==> run_1/layer_met1.png <==
Scale bar: 10 µm. Cells faint in the background.
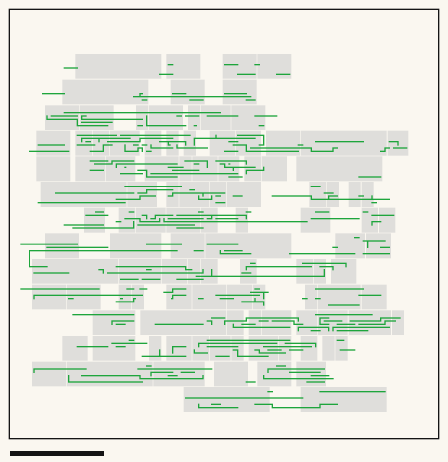
==> run_1/layer_met2.png <==
Scale bar: 10 µm. Cells faint in the background.
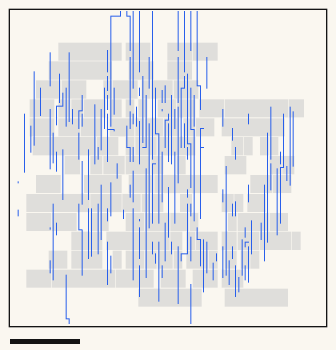
==> run_1/layer_met3.png <==
Scale bar: 10 µm. Cells faint in the background.
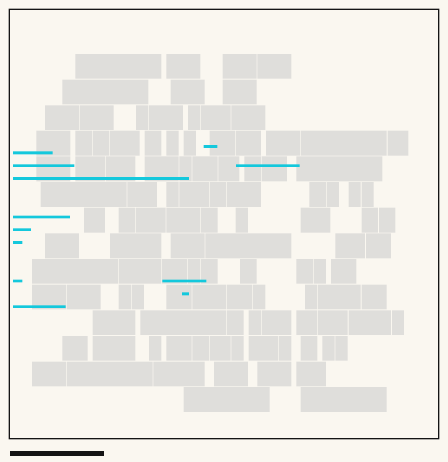
==> config.mk <==
export PLATFORM = sky130hd
export DESIGN_NAME = hilo_sequencer
export DESIGN_NICKNAME = d
export VERILOG_FILES = /design/src/rtl/hilo_pkg.sv /design/src/rtl/hilo_lat_counter.sv /design/src/rtl/hilo_sequencer.sv
export SDC_FILE = /design/constraint.sdc
export NUM_CORES = 1
export LEC_CHECK = 0
export CAP_MARGIN = 0
export CORE_MARGIN = 2
export CORE_UTILIZATION = 45
export DETAILED_ROUTE_END_ITERATION = 16
export PLACE_DENSITY = 0.74
export SLEW_MARGIN = 20
export SYNTH_ARGS = -nofsm -noshare
export SYNTH_HDL_FRONTEND = slang
export SYNTH_HIERARCHICAL = 1
export SYNTH_SLANG_ARGS = --single-unit
==> constraint.sdc <==
create_clock -name clk -period 3.1 [get_ports clk]
set_input_delay 0.31 -clock clk [delete_from_list [all_inputs] [get_ports clk]]
set_output_delay 0.31 -clock clk [all_outputs]
set_load 0.02 [all_outputs]
==> src/rtl/hilo_pkg.sv <==
// hilo_pkg: op and state encodings shared by the HI/LO sequencer and its counter.
package hilo_pkg;
  typedef enum logic [2:0] {
    OP_NONE   = 3'd0,
    OP_MULT   = 3'd1,
    OP_MULTU  = 3'd2,
    OP_MADD   = 3'd3,
    OP_MSUB   = 3'd4,
    OP_DIV    = 3'd5,
    OP_DIVU   = 3'd6,
    OP_MTHILO = 3'd7
  } hilo_op_t;
  typedef enum logic [1:0] {IDLE, MUL, DIV, WB} hilo_state_t;
  localparam int CNT_W = 6;
  function automatic logic is_mul(hilo_op_t op);
    return op inside {OP_MULT, OP_MULTU, OP_MADD, OP_MSUB};
  endfunction
  function automatic logic is_div(hilo_op_t op);
    return op inside {OP_DIV, OP_DIVU};
  endfunction
endpackage

==> src/rtl/hilo_lat_counter.sv <==
// hilo_lat_counter: loadable down-counter with a zero flag for MUL/DIV latency.
module hilo_lat_counter import hilo_pkg::*; (
  input  logic             clk,
  input  logic             nrst,
  input  logic             load,
  input  logic             dec,
  input  logic [CNT_W-1:0] value,
  output logic             zero
);
  logic [CNT_W-1:0] count;
  always_ff @(posedge clk or negedge nrst)
    if (!nrst) count <= '0;
    else if (load) count <= value;
    else if (dec) count <= count - 1'b1;
  assign zero = count == '0;
endmodule

==> src/rtl/hilo_sequencer.sv <==
// hilo_sequencer: sequences MUL/DIV/MT ops onto the shared HI/LO registers and stalls on hazards.
module hilo_sequencer import hilo_pkg::*; #(
  parameter int MUL_LAT = 2,
  parameter int DIV_LAT = 32
) (
  input  logic       clk,
  input  logic       nrst,
  input  logic       Start,
  input  logic [2:0] Op,
  input  logic       ReadHiLo,
  input  logic       Flush,
  input  logic       DivZero,
  output logic       Stall,
  output logic       Busy,
  output logic       MulEn,
  output logic       DivInit,
  output logic       DivStep,
  output logic       HiLoWrite,
  output logic       HiLoSel,
  output logic [2:0] CurOp
);
  hilo_state_t state, state_d;
  hilo_op_t op, cur_op, cur_op_d;
  logic accept, load, zero;
  logic [CNT_W-1:0] load_val;
  assign op = hilo_op_t'(Op);
  assign accept = state == IDLE && Start && !Flush && op != OP_NONE;
  always_comb begin
    state_d = state;
    cur_op_d = cur_op;
    load = 1'b0;
    load_val = '0;
    case (state)
      IDLE: if (accept) begin
        cur_op_d = op;
        if (is_mul(op)) begin
          state_d = MUL;
          load = 1'b1;
          load_val = CNT_W'(MUL_LAT - 1);
        end else if (is_div(op)) begin
          if (DivZero) cur_op_d = OP_NONE;
          else begin
            state_d = DIV;
            load = 1'b1;
            load_val = CNT_W'(DIV_LAT - 1);
          end
        end else state_d = WB;
      end
      MUL, DIV: state_d = zero ? WB : state;
      default: begin
        state_d = IDLE;
        cur_op_d = OP_NONE;
      end
    endcase
  end
  always_ff @(posedge clk or negedge nrst)
    if (!nrst) begin
      state <= IDLE;
      cur_op <= OP_NONE;
    end else begin
      state <= state_d;
      cur_op <= cur_op_d;
    end
  hilo_lat_counter u_cnt (
    .clk(clk), .nrst(nrst), .load(load),
    .dec((state == MUL || state == DIV) && !zero),
    .value(load_val), .zero(zero)
  );
  assign Busy = state != IDLE;
  assign MulEn = state == MUL;
  assign DivStep = state == DIV;
  assign HiLoWrite = state == WB;
  assign HiLoSel = HiLoWrite && is_div(cur_op);
  // Gated by nrst so every output is quiet while reset is held.
  assign DivInit = nrst && accept && is_div(op) && !DivZero;
  assign Stall = Busy && (Start || ReadHiLo) && !Flush;
  assign CurOp = cur_op;
endmodule

==> results.yml, run 1 <==
# yosys + openroad results
cts:
  cts_hold_buffers: 0
  cts.htree.levels: 1
  clk_latency_ps: 270
  ctsLongestPathBuffers: 2
  cts_tree: "yes"
  cts_sinks: 11
  root_buffer: "sky130_fd_sc_hd__clkbuf_4"
  cts_buffers: 3
  post_cts_buffers: 0
  clk_transition_reported_paths_ps: 70
  post_cts_resize_count: 0
power:
  p_leak_nw: 0.4463
  cellPowerDensity_nw_per_um2: 957.2
  design_power_total_uw: 976.1
  worst_ir_drop_vdd_mv: 0.6755
  clk-power_uw: 101
  share_clk_of_total_power_pct: 10.3
  power.share.combinational_pct: 62.1
  p_comb_uw: 606
  internal_power_uw: 559.4
  power_switching_uw: 416.7
  power_drawn_by_the_sequential_cells_uw: 269
  swShare_pct: 42.69
  top_power_group: "combinational cells"
  power.share.sequential_pct: 27.6
job:
  warnings: 30
  max-cap-violations: 0
placed_design:
  placedInstanceArea_um2: 991.0
  buffers_on_ports: 18
  hpwl_um: 1272
  place_worst_setup_slack_ps: 403.7
  globalplace.congestion: 0.8237
  numPlacedInstances: 122
critical_path:
  critical_path.startpoint_type: "flop"
  worst_path_most_repeated_cell: "sky130_fd_sc_hd__inv_1"
  crit_family: "simple AND/OR/NAND/NOR gates"
  worstSetupPathType: "reg -> out"
  critPathLaunch: "state[0]$_DFFE_PN0P_"
  crit_path_max_incr_delay_ps: 590
  cp.depth: 7
  capturing_element_type_of_the_critical_path: "output pin"
  worst_setup_slack_for_register_to_register_paths_ps: 1040
  cp_cell_sequence: "inv_1 > ha_2 > inv_1 > or4_1 > nor3_2 > and2_1 > clkdlybuf4s50_1"
  cp.required_ps: 2790
  worst-endpoint-arrival_ps: 2610
  cpMaxStageDelayCell: "sky130_fd_sc_hd__clkdlybuf4s50_1"
  critical_path.endpoint: "DivInit"
  worst-r2r-cell-count: 9
  crit_fanout: 8
  r2r-start: "state[0]$_DFFE_PN0P_"
  crit-reg2reg-capture: "u_cnt/count[5]$_DFFE_PN0P_"
  cp.buffers_inverters: 3
cells_and_area:
  layout_top_cells_excl_fill_tap: "sky130_fd_sc_hd__clkdlybuf4s50_1, sky130_fd_sc_hd__nand2_1, sky130_fd_sc_hd__dfrtp_1, sky130_fd_sc_hd__o21ai_0, sky130_fd_sc_hd__inv_1"
  fin_area_um2: 1020
  area.growth.synth_to_final_pct: 32.09
  nets: 126
  postLayoutCoreUtil_pct: 65.41
  fill_cells: 127
  layout-drive-gt1-share_pct: 10.00
  largest_register_ffs: 6
  final_layout_top_logic_cell: "sky130_fd_sc_hd__clkdlybuf4s50_1"
  reg_with_most_ffs: "u_cnt/count"
  instances_no_fill: 126
  antenna-diode-count: 0
floorplan:
  io_pins: 19
  fp.dieH_um: 45.42
  die_w_um: 45.42
  coreArea_um2: 1559
  core.rowCount: 14
  floorplanUtilization_pct: 49.52
  chip_area_um2: 2063
synth:
  ys_types: 32
  edf_count: 0
  avgSynthCellArea_um2: 8.977
  post-synth-top-area-fraction_pct: 35.66
  ys.flop_type: "sky130_fd_sc_hd__dfrtp_1"
  ys_chip_area_um2: 772.0
  synth_stat.cells: 86
  synthCells: 86
  ys_top_cells_by_area: "sky130_fd_sc_hd__dfrtp_1, sky130_fd_sc_hd__ha_1, sky130_fd_sc_hd__o21ai_0, sky130_fd_sc_hd__nand2_1, sky130_fd_sc_hd__inv_1"
  yosysTopAreaCell: "sky130_fd_sc_hd__dfrtp_1"
  top_cell: "sky130_fd_sc_hd__nand2_1"
  floorplan.nets: 101
  proportion_of_synthesized_chip_area_in_sequential_cells_pct: 35.66
  most_instantiated_cells_after_synthesis: "sky130_fd_sc_hd__nand2_1, sky130_fd_sc_hd__dfrtp_1, sky130_fd_sc_hd__o21ai_0"
  synth_async_sr_flop_share_pct: 100.0
  synth_area_um2: 772.0
global_route:
  gr-max-usage-layer: "met2"
  globalRouteMet1Util_pct: 22.75
  groute.usage.overall_pct: 17.66
  wire_length_of_the_first_global_routing_pass_um: 2615
  pin_count_of_the_biggest_net_entering_global_routing: 15
  via_count_of_the_first_global_routing_pass: 634
  grt.overflow.total: 0
  initial_antenna_violation_count: 0
final_timing:
  timing.fmax_mhz: 342.1
  setup_skew_ps: 3.781
  hold_viol: 0
  final_min_period_over_clock_period_pct: 94.28
  unrepaired_setup_endpoints_after_global_routing: "no"
  holdWs_ps: 327.2
  final_worst_setup_slack_ps: 177.3
  final.min_clock_period_ps: 2923
  final_max_slew_viol_count: 0
  totalNegativeSetupSlack_ps: 0
  finalSetupViolCount: 0
detailed_routing:
  detail_route.vias_per_cell: 5.452
  drt_iter0_markers: 5
  detailroute.wirelength.met2_um: 829
  drt-met1-wl_um: 765
  dr.max_layer_used: "met4"
  post-route-drc-count: 0
  tritonroute_pass_1_iters: 4
  routed-wl-met3_um: 54
  route.detailed.wl_per_inst_um: 13.30
  ant_nets: 0
run_status:
  run_status: "completed"
hold_path:
  holdCritPathClass: "in -> async"
About layer_met1.png:
The wires run mostly horizontal. The layer holds 46% of the routed length. 111 nets have wire on it.
total wire length after detailed routing: 1676 µm
total via count after detailed routing: 687

About layer_met2.png:
The layer holds 49% of the routed length. The layer carries 829 µm of wire.
GRT met2 Usage: 28.73%

About layer_met3.png:
The layer carries 54.7 µm of wire. 10 nets have wire on it.
global-route met3 utilization: 3.571%

==> run 1: area by class of cell <==
| type | instances | area, µm² | area share [%] |
|---|---|---|---|
| multi-input combinational | 66 | 461.7 | 45.28 |
| sequential | 11 | 275.3 | 26.99 |
| timing repair buffer | 22 | 210.2 | 20.61 |
| clock buffer | 4 | 26.28 | 2.577 |
| inverter | 7 | 26.28 | 2.577 |
| tap | 16 | 20.02 | 1.963 |
==> run 1: cells by family (layout without fill, tap and decap cells) <==
family,Yosys count,count (layout),synth area share (%)
buffers and inverters,9,33,4.863
multiplexers,2,2,3.241
flip-flops,11,11,35.66
AND/OR/NAND/NOR,29,29,21.23
adder cells (fa/ha/maj),7,7,11.02
other,1,1,0.4858
AND-OR/OR-AND,21,21,16.69
XOR/XNOR,6,6,6.808
==> run_1/io_placement.png <==
Scale bar: 10 µm. Pins as bars across the die edge, other pins in gray.
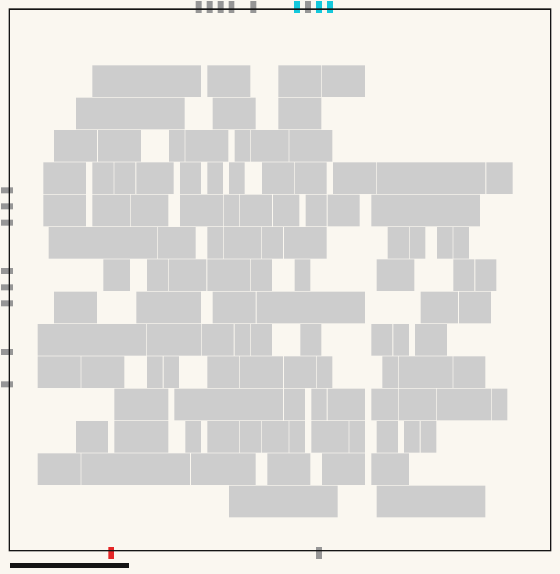

==> run 2, diff against run 1 <==
Settings changed: SYNTH_HIERARCHICAL 1 to not set.
==> run_2/io_placement.png <==
Scale bar: 10 µm. Pins as bars across the die edge, other pins in gray.
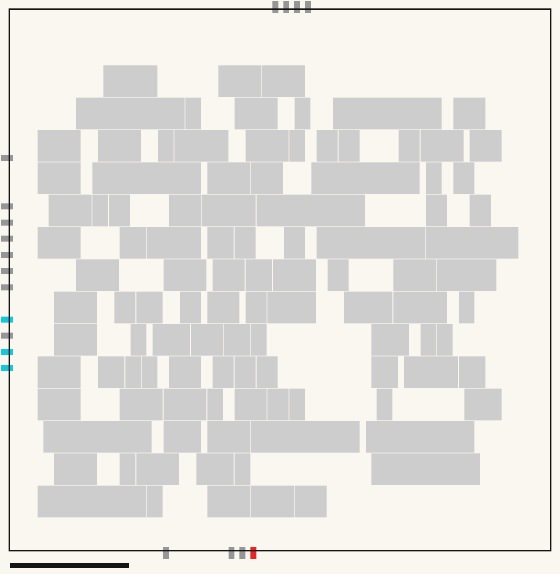
Cyan marks Op, pins 3, direction input, edge left. Red marks nrst, pins 1, direction input, edge bottom.
All pins by edge: 11 left, 4 bottom, 4 top.
DIE HEIGHT: 45.42 µm
Buffers on Ports: 18
die span in x: 45.42 µm

==> run 2 against run 1 <==
Non-clock buffer count down 2; hold slack improved by 1.0 ps; flip-flop count stayed put; critical path depth shrank 1; fmax grew 3.8%.
==> results.yml, run 2 <==
# yosys + openroad results
run_status:
  run_status: "completed"
power:
  p_comb_uw: 664
  design_power_total_mw: 1.053
  top_power_group: "combinational cells"
  internal_power_uw: 596.1
  swShare_pct: 43.37
  clk-power_uw: 98.8
  power_switching_uw: 456.5
synth:
  edf_count: 0
  synth_stat.cells: 82
  yosys.area_share.adder_pct: 11.02
  netlist_logic_family_top: "simple AND/OR/NAND/NOR gates"
  compound_share_synth_pct: 13.45
  ys_types: 30
  ys_top_cells_by_area: "sky130_fd_sc_hd__dfrtp_1, sky130_fd_sc_hd__ha_1, sky130_fd_sc_hd__mux2i_1, sky130_fd_sc_hd__inv_1, sky130_fd_sc_hd__a21oi_1"
  ys_chip_area_um2: 772.0
  yosysTopAreaCell: "sky130_fd_sc_hd__dfrtp_1"
  synth_area_um2: 772.0
  synth_async_sr_flop_share_pct: 100.0
  synthMuxAreaShare_pct: 7.942
  synthCells: 82
  proportion_of_synthesized_chip_area_in_sequential_cells_pct: 35.66
  floorplan.nets: 97
  top_cell: "sky130_fd_sc_hd__dfrtp_1"
  avgSynthCellArea_um2: 9.415
  most_instantiated_cells_after_synthesis: "sky130_fd_sc_hd__dfrtp_1, sky130_fd_sc_hd__inv_1, sky130_fd_sc_hd__ha_1, sky130_fd_sc_hd__nand2_1"
global_route:
  globalRouteMet3Util_pct: 2.778
  groute.usage.overall_pct: 18.65
  pin_count_of_the_biggest_net_entering_global_routing: 13
  globalRouteMet1Util_pct: 20.50
  gr-usage-met2_pct: 33.52
  grt.overflow.total: 0
  initial_antenna_violation_count: 0
critical_path:
  crit_path_max_incr_delay_ps: 630
  critical_path.startpoint_type: "primary input"
  cp.buffers_inverters: 2
  crit-reg2reg-capture: "u_cnt.count[3]$_DFFE_PN0P_"
  critical_path.endpoint: "DivInit"
  cp_cell_sequence: "clkdlybuf4s50_1 > or3_1 > nand3_1 > or3_1 > nor2_1 > clkdlybuf4s50_1"
  r2r-start: "state[0]$_DFFE_PN0P_"
  cp.depth: 6
  cpMaxStageDelayCell: "sky130_fd_sc_hd__clkdlybuf4s50_1"
  worst_setup_slack_for_register_to_register_paths_ps: 1200
  worst-r2r-cell-count: 6
floorplan:
  io_pins: 19
  core.rowCount: 14
  chip_area_um2: 2063
  floorplanUtilization_pct: 49.52
cts:
  cts_sinks: 11
  post_cts_buffers: 0
  post_cts_resize_count: 0
  cts_tree: "yes"
  clk_transition_reported_paths_ps: 70
  cts_hold_buffers: 0
  ctsLongestPathBuffers: 2
  clk_latency_ps: 270
  cts.htree.levels: 1
cells_and_area:
  area.growth.synth_to_final_pct: 31.28
  layout_top_cells_excl_fill_tap: "sky130_fd_sc_hd__clkdlybuf4s50_1, sky130_fd_sc_hd__dfrtp_1, sky130_fd_sc_hd__inv_1"
  antenna-diode-count: 0
  fill_cells: 141
  layout-drive-gt1-share_pct: 9.434
  final-comb-area_um2: 466.7
  largest_register_ffs: 6
  instances_no_fill: 122
  final_layout_top_logic_cell: "sky130_fd_sc_hd__clkdlybuf4s50_1"
  reg_with_most_ffs: "u_cnt.count"
  nets: 122
  fin_area_um2: 1013
  seq_area_um2: 275.3
  postLayoutCoreUtil_pct: 65.01
job:
  max-cap-violations: 0
detailed_routing:
  detail_route.vias_per_cell: 5.738
  drt_iter0_markers: 20
  drt-met1-wl_um: 725
  detailroute.wirelength.met2_um: 849
  totalWireLength_um: 1685
  route.detailed.wl_per_inst_um: 13.81
  ant_nets: 0
  dr.max_layer_used: "met4"
  routed-wl-met3_um: 58
  post-route-drc-count: 0
  tritonroute_pass_1_iters: 4
placed_design:
  place_worst_setup_slack_ps: 376.6
  placedInstanceArea_um2: 987.2
  hpwl_um: 1303
  globalplace.congestion: 0.9026
  numPlacedInstances: 118
final_timing:
  finalSetupViolCount: 0
  setup_skew_ps: 1.272
  timing.fmax_mhz: 355.1
  final_min_period_over_clock_period_pct: 90.85
  final_worst_setup_slack_ps: 283.6
  hold_viol: 0
  holdWs_ps: 328.2
  totalNegativeSetupSlack_ps: 0
  final_max_slew_viol_count: 0
hold_path:
  holdCritPathClass: "in -> async"
## run 2: cell count changes after synthesis, moves of 2 or more
cell / delta
sky130_fd_sc_hd__a211oi_1: +2
sky130_fd_sc_hd__o21ai_0: -7
sky130_fd_sc_hd__o41ai_1: -3
sky130_fd_sc_hd__nor3_1: +2
sky130_fd_sc_hd__nand3_1: +3
sky130_fd_sc_hd__nor3_2: -2
sky130_fd_sc_hd__a21oi_1: +2
sky130_fd_sc_hd__mux2i_1: +4
sky130_fd_sc_hd__or4_1: -2
sky130_fd_sc_hd__nor2_1: +2
sky130_fd_sc_hd__nand2_1: -6
## run 2: layout make-up
cell class              instances  area share [%]
inverters                       8           2.963
well taps                      16           1.975
clock buffers                   4           2.593
multi-input cells              63           46.05
flip-flops and latches         11           27.16
repair buffers                 20           19.26
No activity file was given, so power comes from the tool's default toggle rates.
